==> src/rtl/uart8_pkg.sv <==
// Shared types, constants and divider helpers for the 8N1 UART.
package uart8_pkg;

  typedef enum logic [1:0] {RX_IDLE, RX_START, RX_DATA, RX_STOP} rx_state_t;
  typedef enum logic [1:0] {TX_IDLE, TX_START, TX_DATA, TX_STOP} tx_state_t;

  localparam int DEF_CLOCK_RATE = 12000000;
  localparam int DEF_BAUD_RATE  = 9600;
  localparam int OVERSAMPLE     = 16;
  localparam int DATA_BITS      = 8;
  localparam int MID_SAMPLE     = 8;

  function automatic int rx_tick_div(input int clock_rate, input int baud_rate);
    return clock_rate / (baud_rate * OVERSAMPLE);
  endfunction

  function automatic int tx_tick_div(input int clock_rate, input int baud_rate);
    return clock_rate / baud_rate;
  endfunction

  function automatic logic maj3(input logic a, input logic b, input logic c);
    return (a & b) | (a & c) | (b & c);
  endfunction

endpackage

==> src/rtl/uart8_baud_gen.sv <==
// Free-running dividers producing 1-clk rx oversample and tx bit ticks.
// Ticks are registered; no backpressure, counters never stall.
module uart8_baud_gen #(
  parameter int RX_DIV = 78,
  parameter int TX_DIV = 1250
) (
  input  logic clk,
  input  logic reset,
  output logic rx_tick,
  output logic tx_tick
);

  localparam int RW = $clog2(RX_DIV + 1);
  localparam int TW = $clog2(TX_DIV + 1);

  logic [RW-1:0] rx_cnt;
  logic [TW-1:0] tx_cnt;

  always_ff @(posedge clk) begin
    if (reset) begin
      rx_cnt  <= '0;
      rx_tick <= 1'b0;
      tx_cnt  <= '0;
      tx_tick <= 1'b0;
    end else begin
      if (rx_cnt == RW'(RX_DIV - 1)) begin
        rx_cnt  <= '0;
        rx_tick <= 1'b1;
      end else begin
        rx_cnt  <= rx_cnt + RW'(1);
        rx_tick <= 1'b0;
      end
      if (tx_cnt == TW'(TX_DIV - 1)) begin
        tx_cnt  <= '0;
        tx_tick <= 1'b1;
      end else begin
        tx_cnt  <= tx_cnt + TW'(1);
        tx_tick <= 1'b0;
      end
    end
  end

endmodule

==> src/rtl/uart8.sv <==
// Full-duplex 8N1 UART: 16x oversampled receiver, 1x baud transmitter, registered flags.
// Define UART8_RX_MAJORITY_EN for 2-of-3 majority sampling around each mid-bit.
module uart8 import uart8_pkg::*; #(
  parameter int CLOCK_RATE = DEF_CLOCK_RATE,
  parameter int BAUD_RATE  = DEF_BAUD_RATE
) (
  input  logic       clk,
  input  logic       reset,
  input  logic       rxEn,
  input  logic       rx,
  output logic       rxBusy,
  output logic       rxDone,
  output logic       rxErr,
  output logic [7:0] out,
  input  logic       txEn,
  input  logic       txStart,
  input  logic [7:0] in,
  output logic       txBusy,
  output logic       txDone,
  output logic       tx
);

  localparam int RX_TICK_DIV = rx_tick_div(CLOCK_RATE, BAUD_RATE);
  localparam int TX_TICK_DIV = tx_tick_div(CLOCK_RATE, BAUD_RATE);

  logic rx_tick, tx_tick;

  uart8_baud_gen #(
    .RX_DIV(RX_TICK_DIV),
    .TX_DIV(TX_TICK_DIV)
  ) u_baud (
    .clk    (clk),
    .reset  (reset),
    .rx_tick(rx_tick),
    .tx_tick(tx_tick)
  );

  logic rx_meta, rxs;

  always_ff @(posedge clk) begin
    if (reset) begin
      rx_meta <= 1'b1;
      rxs     <= 1'b1;
    end else begin
      rx_meta <= rx;
      rxs     <= rx_meta;
    end
  end

  logic smp;

`ifdef UART8_RX_MAJORITY_EN
  // Decisions move one tick later so the window covers ticks 7, 8 and 9.
  localparam int DEC_TICK = MID_SAMPLE + 1;
  logic [1:0] rx_hist;

  always_ff @(posedge clk) begin
    if (reset) rx_hist <= 2'b11;
    else if (rx_tick) rx_hist <= {rx_hist[0], rxs};
  end

  assign smp = maj3(rx_hist[1], rx_hist[0], rxs);
`else
  localparam int DEC_TICK = MID_SAMPLE;
  assign smp = rxs;
`endif

  localparam int STOP_WAIT = OVERSAMPLE - DEC_TICK;

  rx_state_t  rx_state;
  logic [3:0] rx_cnt;
  logic [2:0] rx_idx;
  logic [7:0] rx_shift;
  logic       stop_bad;

  always_ff @(posedge clk) begin
    if (reset) begin
      rx_state <= RX_IDLE;
      rx_cnt   <= '0;
      rx_idx   <= '0;
      rx_shift <= '0;
      stop_bad <= 1'b0;
      rxBusy   <= 1'b0;
      rxDone   <= 1'b0;
      rxErr    <= 1'b0;
      out      <= '0;
    end else if (!rxEn) begin
      rx_state <= RX_IDLE;
      rxBusy   <= 1'b0;
      rxDone   <= 1'b0;
      rxErr    <= 1'b0;
    end else if (rx_tick) begin
      case (rx_state)
        RX_IDLE: begin
          if (!rxs) begin
            rx_state <= RX_START;
            rx_cnt   <= '0;
            rxDone   <= 1'b0;
            rxErr    <= 1'b0;
          end
        end
        RX_START: begin
          if (rx_cnt == 4'(DEC_TICK - 1)) begin
            rx_cnt <= '0;
            if (!smp) begin
              rx_state <= RX_DATA;
              rxBusy   <= 1'b1;
              rx_idx   <= '0;
            end else begin
              rx_state <= RX_IDLE;
            end
          end else begin
            rx_cnt <= rx_cnt + 4'd1;
          end
        end
        RX_DATA: begin
          if (rx_cnt == 4'(OVERSAMPLE - 1)) begin
            rx_cnt           <= '0;
            rx_shift[rx_idx] <= smp;
            if (rx_idx == 3'(DATA_BITS - 1)) begin
              rx_state <= RX_STOP;
              stop_bad <= 1'b0;
            end else begin
              rx_idx <= rx_idx + 3'd1;
            end
          end else begin
            rx_cnt <= rx_cnt + 4'd1;
          end
        end
        RX_STOP: begin
          // First half of the stop bit must read high on every sample.
          if (rx_cnt >= 4'(STOP_WAIT) && !smp) stop_bad <= 1'b1;
          if (rx_cnt == 4'(STOP_WAIT + MID_SAMPLE - 1)) begin
            rx_state <= RX_IDLE;
            rx_cnt   <= '0;
            rxBusy   <= 1'b0;
            if (stop_bad || !smp) begin
              rxErr <= 1'b1;
            end else begin
              rxDone <= 1'b1;
              out    <= rx_shift;
            end
          end else begin
            rx_cnt <= rx_cnt + 4'd1;
          end
        end
        default: rx_state <= RX_IDLE;
      endcase
    end
  end

  tx_state_t  tx_state;
  logic [7:0] tx_data;
  logic [2:0] tx_idx;
  logic       tx_armed;

  always_ff @(posedge clk) begin
    if (reset) begin
      tx_state <= TX_IDLE;
      tx_data  <= '0;
      tx_idx   <= '0;
      tx_armed <= 1'b0;
      txBusy   <= 1'b0;
      txDone   <= 1'b0;
      tx       <= 1'b1;
    end else if (!txEn) begin
      if (tx_state != TX_IDLE) begin
        tx_state <= TX_IDLE;
        txBusy   <= 1'b0;
        txDone   <= 1'b0;
        tx       <= 1'b1;
      end
    end else begin
      case (tx_state)
        TX_IDLE: begin
          if (txStart) begin
            tx_data  <= in;
            tx_armed <= 1'b0;
            txBusy   <= 1'b1;
            txDone   <= 1'b0;
            tx_state <= TX_START;
          end
        end
        TX_START: begin
          // First tick after acceptance opens the start bit, the second closes it.
          if (tx_tick) begin
            if (!tx_armed) begin
              tx       <= 1'b0;
              tx_armed <= 1'b1;
            end else begin
              tx       <= tx_data[0];
              tx_idx   <= '0;
              tx_state <= TX_DATA;
            end
          end
        end
        TX_DATA: begin
          if (tx_tick) begin
            if (tx_idx == 3'(DATA_BITS - 1)) begin
              tx       <= 1'b1;
              tx_state <= TX_STOP;
            end else begin
              tx     <= tx_data[tx_idx + 3'd1];
              tx_idx <= tx_idx + 3'd1;
            end
          end
        end
        TX_STOP: begin
          if (tx_tick) begin
            txBusy   <= 1'b0;
            txDone   <= 1'b1;
            tx_state <= TX_IDLE;
          end
        end
        default: tx_state <= TX_IDLE;
      endcase
    end
  end

endmodule

==> config.mk <==
export PLATFORM = sky130hd
export DESIGN_NAME = uart8
export DESIGN_NICKNAME = d
export VERILOG_FILES = /design/src/rtl/uart8_pkg.sv /design/src/rtl/uart8_baud_gen.sv /design/src/rtl/uart8.sv
export SDC_FILE = /design/constraint.sdc
export NUM_CORES = 1
export LEC_CHECK = 0
export CELL_PAD_IN_SITES_DETAIL_PLACEMENT = 0
export CELL_PAD_IN_SITES_GLOBAL_PLACEMENT = 2
export CORE_ASPECT_RATIO = 0.6
export CORE_MARGIN = 5
export CORE_UTILIZATION = 38
export DETAILED_ROUTE_END_ITERATION = 6
export GPL_TIMING_DRIVEN = 0
export PLACE_DENSITY_LB_ADDON = 0.1
export RECOVER_POWER = 25
export SYNTH_ARGS = -nofsm -noshare
export SYNTH_HDL_FRONTEND = slang
export SYNTH_SLANG_ARGS = --single-unit
==> constraint.sdc <==
create_clock -name clk -period 5.28 [get_ports clk]
set_input_delay 0.528 -clock clk [delete_from_list [all_inputs] [get_ports clk]]
set_output_delay 0.528 -clock clk [all_outputs]
set_load 0.02 [all_outputs]
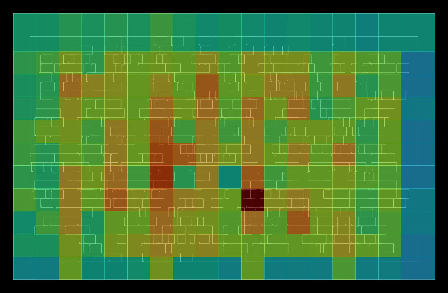
Figure 1: congestion heat map.
grt peak-use layer: met1
Final Util: 48.1%
Wirelength per Cell: 13.9 µm
met2 Track Usage GR: 18.8%

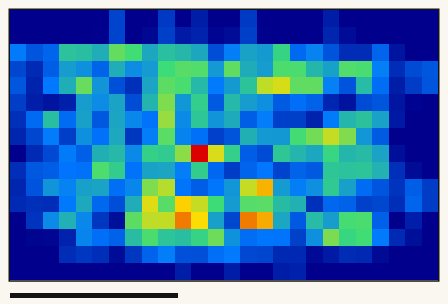
Figure 2: wiring heat map.
Bar = 50 µm. 26 x 16 tiles, from dark blue (low) to red (high), scaled to the fullest tile. Values are wire area over tile area, all layers added.
nearly empty tiles: 21%
tiles over half the peak: 12%
fullest tile: 0.45
mean over tiles: 0.11

==> impl_metrics.tcl <==
# metrics dict for downstream scripts
set metrics [dict create \
    crit_slowest_cell "dlygate4sd3_1" \
    met3_usage_pct 5.32 \
    mostFrequentLayoutCell "dfxtp_1" \
    min_period_over_period_pct 37.6 \
    async_flop_share_pct 0 \
    power.share.switching_pct 21.4 \
    warnings 33 \
    fp-row-count 25 \
    p_leak_nw 1.50 \
    power_frac_seq_pct 45.2 \
    yosys_area_um2 3150 \
    tap_cells 108 \
    core_um2 7980 \
    r2r-end "rx_idx[1]$_SDFFE_PP0P_" \
    cts_resized 0 \
    fin_cells 506 \
    r2r-start "rx_cnt[0]$_SDFFE_PP0P_" \
    grt-ovfl-total 0 \
    nonClkBufAreaFrac_pct 9.16 \
    cts.clk_slew.worst_paths_ns 0.05 \
    outcome "complete, no violations" \
    synth-edff-count 0 \
    yosys-top-cells-area "dfxtp_1, nor2_1, mux2i_1" \
    p_comb_share_pct 5.3 \
    worst_slack_ns 3.29 \
    via_per_inst 5.03 \
    hold_path_end "rxs$_SDFF_PP1_" \
    syn_inst 356 \
    fin_nets 422 \
    cts_tree "done" \
    top_cell_area_share_pct 43.2 \
    antenna_cells 0 \
    final_max_slew_viol_count 0 \
    die_y_um 80.5 \
    adder_share_pct 5.56 \
    crit_path_end_kind "flip-flop" \
    numCtsBuffers 9 \
    drt-pass1-iter-count 4 \
    synth.logic.top_family "simple AND/OR/NAND/NOR gates" \
    chipArea_um2 10300 \
    ff_type "dfxtp_1" \
    grt_first_pass_wirelength_um 11800 \
    synth-simple-area-share_pct 24.6 \
    area_growth_pct 21.9 \
    sh_seq_area_pct 35.5 \
]
